`config.mk`:
```
export PLATFORM = sky130hd
export DESIGN_NAME = alu_op_sequencer
export DESIGN_NICKNAME = d
export VERILOG_FILES = /design/src/rtl/alu_pkg.sv /design/src/rtl/alu_op_sequencer_rsp.sv /design/src/rtl/alu_op_sequencer.sv
export SDC_FILE = /design/constraint.sdc
export NUM_CORES = 1
export LEC_CHECK = 0
export CAP_MARGIN = 20
export CORE_ASPECT_RATIO = 0.6
export CORE_MARGIN = 2
export CORE_UTILIZATION = 50
export CTS_BUF_LIST = sky130_fd_sc_hd__clkbuf_16
export CTS_CLUSTER_DIAMETER = 60
export DETAILED_ROUTE_END_ITERATION = 16
export GPL_TIMING_DRIVEN = 0
export PLACE_DENSITY = 0.93
export SETUP_SLACK_MARGIN = 0.5
export SLEW_MARGIN = 20
export SYNTH_ARGS = -nofsm -noshare
export SYNTH_HDL_FRONTEND = slang
export SYNTH_SLANG_ARGS = --single-unit
```
`constraint.sdc`:
```
create_clock -name clk -period 4.6 [get_ports clk]
set_input_delay 0.46 -clock clk [delete_from_list [all_inputs] [get_ports clk]]
set_output_delay 0.46 -clock clk [all_outputs]
set_load 0.01 [all_outputs]
```
`src/rtl/alu_pkg.sv`:
```
// Shared widths, FSM state encoding and response record for the ALU operand sequencer.
package alu_pkg;

  localparam int DATA_W = 8;
  localparam int OP_W   = 3;
  localparam int FLAG_W = 2;
  localparam int RES_W  = 14;
  localparam int CNT_W  = 4;

  localparam logic [OP_W-1:0] OP_LAST = 3'd7;

  typedef enum logic [2:0] {
    IDLE,
    LOAD_A,
    LOAD_B,
    EXEC,
    RESP
  } state_t;

  typedef struct packed {
    logic [RES_W-1:0] result;
    logic             flag;
    logic             overflow;
    logic [OP_W-1:0]  op;
    logic             last;
  } rsp_t;

endpackage

```
`src/rtl/alu_op_sequencer_rsp.sv`:
```
// One-entry valid/ready holding register for captured ALU responses.
module alu_op_sequencer_rsp
  import alu_pkg::*;
(
  input  logic clk,
  input  logic rst_n,
  input  logic load_i,
  input  rsp_t data_i,
  input  logic ready_i,
  output logic valid_o,
  output rsp_t data_o
);

  logic valid_q;
  rsp_t data_q;

  // A load always wins; the FSM never loads while a response is still held.
  always_ff @(posedge clk or negedge rst_n) begin
    if (!rst_n) begin
      valid_q <= 1'b0;
      data_q  <= '0;
    end else if (load_i) begin
      valid_q <= 1'b1;
      data_q  <= data_i;
    end else if (valid_q && ready_i) begin
      valid_q <= 1'b0;
    end
  end

  assign valid_o = valid_q;
  assign data_o  = data_q;

endmodule

```
`src/rtl/alu_op_sequencer.sv`:
```
// Command-side sequencer driving the 8-bit ALU operand bus and control lines.
//  state  | meaning
//  IDLE   | cmd_ready high, bus parked at 0
//  LOAD_A | operand A on bus with load enable
//  LOAD_B | operand B on bus
//  EXEC   | control applied, settle countdown, sample on terminal count
//  RESP   | response held until consumer handshake
module alu_op_sequencer
  import alu_pkg::*;
#(
  parameter int unsigned SETTLE_CYCLES = 1
) (
  input  logic              clk,
  input  logic              rst_n,
  input  logic              cmd_valid,
  output logic              cmd_ready,
  input  logic [DATA_W-1:0] cmd_a,
  input  logic [DATA_W-1:0] cmd_b,
  input  logic [OP_W-1:0]   cmd_op,
  input  logic [FLAG_W-1:0] cmd_flagsel,
  input  logic              cmd_sweep,
  output logic [DATA_W-1:0] alu_in,
  output logic              alu_en_a,
  output logic [OP_W-1:0]   alu_ctrl,
  output logic [FLAG_W-1:0] alu_flagctrl,
  input  logic [RES_W-1:0]  alu_result,
  input  logic              alu_flag,
  input  logic              alu_overflow,
  output logic              rsp_valid,
  input  logic              rsp_ready,
  output logic [RES_W-1:0]  rsp_result,
  output logic              rsp_flag,
  output logic              rsp_overflow,
  output logic [OP_W-1:0]   rsp_op,
  output logic              rsp_last,
  output logic              busy
);

  localparam logic [CNT_W-1:0] SETTLE_LOAD = CNT_W'(SETTLE_CYCLES - 1);

  state_t            state_q, state_d;
  logic [DATA_W-1:0] b_q, b_d;
  logic [OP_W-1:0]   op_q, op_d;
  logic [FLAG_W-1:0] flagsel_q, flagsel_d;
  logic              sweep_q, sweep_d;
  logic [CNT_W-1:0]  cnt_q, cnt_d;
  logic [DATA_W-1:0] alu_in_q, alu_in_d;
  logic              en_a_q, en_a_d;
  logic [OP_W-1:0]   ctrl_q, ctrl_d;
  logic [FLAG_W-1:0] flagctrl_q, flagctrl_d;

  logic rsp_load;
  rsp_t rsp_d;
  rsp_t rsp_q;
  logic rsp_hs;

  assign rsp_hs = rsp_valid && rsp_ready;

  always_ff @(posedge clk or negedge rst_n) begin
    if (!rst_n) begin
      state_q    <= IDLE;
      b_q        <= '0;
      op_q       <= '0;
      flagsel_q  <= '0;
      sweep_q    <= 1'b0;
      cnt_q      <= '0;
      alu_in_q   <= '0;
      en_a_q     <= 1'b0;
      ctrl_q     <= '0;
      flagctrl_q <= '0;
    end else begin
      state_q    <= state_d;
      b_q        <= b_d;
      op_q       <= op_d;
      flagsel_q  <= flagsel_d;
      sweep_q    <= sweep_d;
      cnt_q      <= cnt_d;
      alu_in_q   <= alu_in_d;
      en_a_q     <= en_a_d;
      ctrl_q     <= ctrl_d;
      flagctrl_q <= flagctrl_d;
    end
  end

  // Bus/control registers are loaded alongside the state they belong to,
  // so each output is valid for the whole cycle its state is active.
  always_comb begin
    state_d    = state_q;
    b_d        = b_q;
    op_d       = op_q;
    flagsel_d  = flagsel_q;
    sweep_d    = sweep_q;
    cnt_d      = cnt_q;
    alu_in_d   = alu_in_q;
    en_a_d     = 1'b0;
    ctrl_d     = ctrl_q;
    flagctrl_d = flagctrl_q;
    rsp_load   = 1'b0;
    rsp_d      = '{result:   alu_result,
                   flag:     alu_flag,
                   overflow: alu_overflow,
                   op:       op_q,
                   last:     (!sweep_q) || (op_q == OP_LAST)};

    unique case (state_q)
      IDLE: begin
        alu_in_d = '0;
        if (cmd_valid) begin
          b_d       = cmd_b;
          flagsel_d = cmd_flagsel;
          sweep_d   = cmd_sweep;
          op_d      = cmd_sweep ? '0 : cmd_op;
          alu_in_d  = cmd_a;
          en_a_d    = 1'b1;
          state_d   = LOAD_A;
        end
      end
      LOAD_A: begin
        alu_in_d = b_q;
        state_d  = LOAD_B;
      end
      LOAD_B: begin
        ctrl_d     = op_q;
        flagctrl_d = flagsel_q;
        cnt_d      = SETTLE_LOAD;
        state_d    = EXEC;
      end
      EXEC: begin
        if (cnt_q == '0) begin
          rsp_load = 1'b1;
          state_d  = RESP;
        end else begin
          cnt_d = cnt_q - 4'd1;
        end
      end
      RESP: begin
        if (rsp_hs) begin
          if (sweep_q && (op_q != OP_LAST)) begin
            op_d    = op_q + 3'd1;
            ctrl_d  = op_q + 3'd1;
            cnt_d   = SETTLE_LOAD;
            state_d = EXEC;
          end else begin
            alu_in_d = '0;
            state_d  = IDLE;
          end
        end
      end
      default: begin
        alu_in_d = '0;
        state_d  = IDLE;
      end
    endcase
  end

  alu_op_sequencer_rsp u_rsp (
    .clk     (clk),
    .rst_n   (rst_n),
    .load_i  (rsp_load),
    .data_i  (rsp_d),
    .ready_i (rsp_ready),
    .valid_o (rsp_valid),
    .data_o  (rsp_q)
  );

  assign cmd_ready    = (state_q == IDLE);
  assign busy         = (state_q != IDLE);
  assign alu_in       = alu_in_q;
  assign alu_en_a     = en_a_q;
  assign alu_ctrl     = ctrl_q;
  assign alu_flagctrl = flagctrl_q;
  assign rsp_result   = rsp_q.result;
  assign rsp_flag     = rsp_q.flag;
  assign rsp_overflow = rsp_q.overflow;
  assign rsp_op       = rsp_q.op;
  assign rsp_last     = rsp_q.last;

endmodule

```
Cells colored by class:
Scale: 4 px per µm.
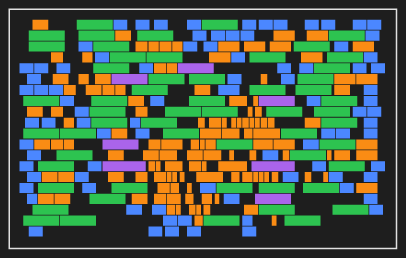
legend:
  blue:
    class: remaining buffers and delay cells
    cells: 87
    share_of_their_area: 25%
  green:
    class: sequential cells
    cells: 56
    share_of_their_area: 40%
  orange:
    class: combinational and other logic
    cells: 120
    share_of_their_area: 30%
  purple:
    class: clock drivers and dummy loads
    cells: 7
    share_of_their_area: 5.3%
sequential share of cell area: 38.8%
design area: 0.00361 mm²

==> flow_metrics.env <==
# yosys + openroad results
export IMPL_cp_data_required_time_ns=4.14
export IMPL_die_h_um=59.5
export IMPL_lay_top_count="clkdlybuf4s50_1"
export IMPL_rsz0062_at_grt="false"
export IMPL_r2r_slack_ns=2.67
export IMPL_fp_dieW_um=96.4
export IMPL_postCtsHoldBufs=0
export IMPL_xor_area_share_pct=0.342
export IMPL_synth_seq_cells=56
export IMPL_path_class="flop to output port"
export IMPL_drc_errors=0
export IMPL_clk_path_buf_depth=2
export IMPL_busiest_layer="met2"
export IMPL_comb_cell_power_mw=1.13
export IMPL_htree_levels=2
export IMPL_wl_met2_um=2450
export IMPL_r2r_start="op_q[1]"
export IMPL_regArea_mm2=0.00140
export IMPL_postPlaceCellArea_mm2=0.00342
export IMPL_rr_endpoint="op_q[1]"
export IMPL_fp_util_pct=51.2
export IMPL_wl_per_cell_um=16.0
export IMPL_r2r_cells=6
export IMPL_nWellTaps=66
export IMPL_cts_inserted_buffers=5
export IMPL_async_flop_share_pct=100
export IMPL_edf_count=0
export IMPL_top_power_group="combinational cells"
export IMPL_avgSynthCellArea_um2=13.9
export IMPL_fmax_mhz=483
export IMPL_netSwitchingPower_mw=0.744
export IMPL_clkPwrFrac_pct=19.3
export IMPL_synth_largest_area_cell="dfrtp_1"
export IMPL_fillers=358
export IMPL_grt_start_max_net_pins=57
export IMPL_final_max_slew_viol_count=0
export IMPL_total_power_mw=2.45
export IMPL_grt_total_usage_pct=20.0
export IMPL_hpwl_um=3820
export IMPL_n_antenna_cell=0
export IMPL_fp_nets=231
export IMPL_chipArea_mm2=0.00573
export IMPL_fin_setup_tns_ns=0
export IMPL_simple_gate_area_share_pct=9.38
export IMPL_tritoncts="yes"
export IMPL_skew_ns=0.00244
export IMPL_topRoutingLayerUsed="met4"
export IMPL_largest_register_ffs=20
export IMPL_fin_nets=316
export IMPL_synth_compound_area_share_pct=10.1
export IMPL_final_cell_mix="clkdlybuf4s50_1 (77), dfrtp_1 (56), mux2_2 (22), mux2_4 (16), nand2_1 (11)"
export IMPL_wl_met3_um=559
export IMPL_status="finished clean"
export IMPL_holdWs_ns=0.215
export IMPL_power_frac_comb_pct=46.0
export IMPL_dr_pass1_iters=4
export IMPL_ys_top_cells_by_count="dfrtp_1 (56), mux2_2 (22), mux2_4 (16)"
export IMPL_power_density_mw_per_mm2=679
export IMPL_viasPerCell=5.24
export IMPL_comb_cell_share_pct=29.0
export IMPL_flops=56
export IMPL_switching_share_pct=30.4
export IMPL_routabilityCongestion=0.784
export IMPL_use_met2_pct=30.9
export IMPL_tool_warnings=27
export IMPL_clock_buffers=5
export IMPL_intPower_mw=1.71
export IMPL_drt_initial_drc_count=81
export IMPL_ir_drop_mv=0.306
export IMPL_first_global_vias=1756
export IMPL_syn_inst=185
export IMPL_ff_type="dfrtp_1"
export IMPL_cts_root_buf="clkbuf_16"
export IMPL_fp_row_count=20
export IMPL_tightestPinTransition_ns=0.681
export IMPL_insertion_delay_ns=0.29
export IMPL_critPathCaptureType="output port"
export IMPL_cp_max_fo=9
export IMPL_ys_area_mm2=0.00256
export IMPL_hold_class="primary input to async pin"
export IMPL_grt_use_met3_pct=7.76
export IMPL_area_delta_synth_final_pct=40.8
export IMPL_ys_cells=185
I/O nets highlighted:
Scale: 4 px per µm.
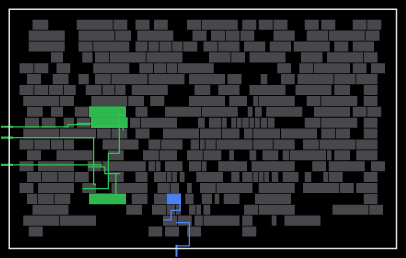
legend:
  blue:
    port: `cmd_ready`
    bits: 1
    direction: output
    end_cells: 1
    buffers: 1
    wire: 21.6 µm
  green:
    port: `alu_ctrl`
    bits: 3
    direction: output
    end_cells: 3
    buffers: 3
    wire: 136 µm
Port Buf Inserts: 78
I/O pin total: 79

[how the worst max path moves through the flow]
stage               start  cells past startpoint  slack (ns)               end
2_1_floorplan     op_q[0]                      6        2.87           op_q[1]
3_5_place_dp    rsp_ready                      5        2.58           op_q[1]
6_report       state_q[1]                      3        2.53         cmd_ready
5_1_grt        state_q[0]                      3        2.46         cmd_ready
4_1_cts        state_q[1]                      3        2.53         cmd_ready
3_3_place_gp        rst_n                      1        1.41  u_rsp.data_o[14]
[per-stage QoR]
step	setup WS [ns]	std cells
2_1_floorplan	2.87	185
3_3_place_gp	1.41	329
3_5_place_dp	2.58	329
4_1_cts	2.53	336
5_1_grt	2.46	336
6_report	2.53	336
[critical path: stages (launching register included)]
cell and delay (ns):
dfrtp_1 0.38, buf_6 0.15, nor3_2 0.22, clkdlybuf4s50_1 0.57
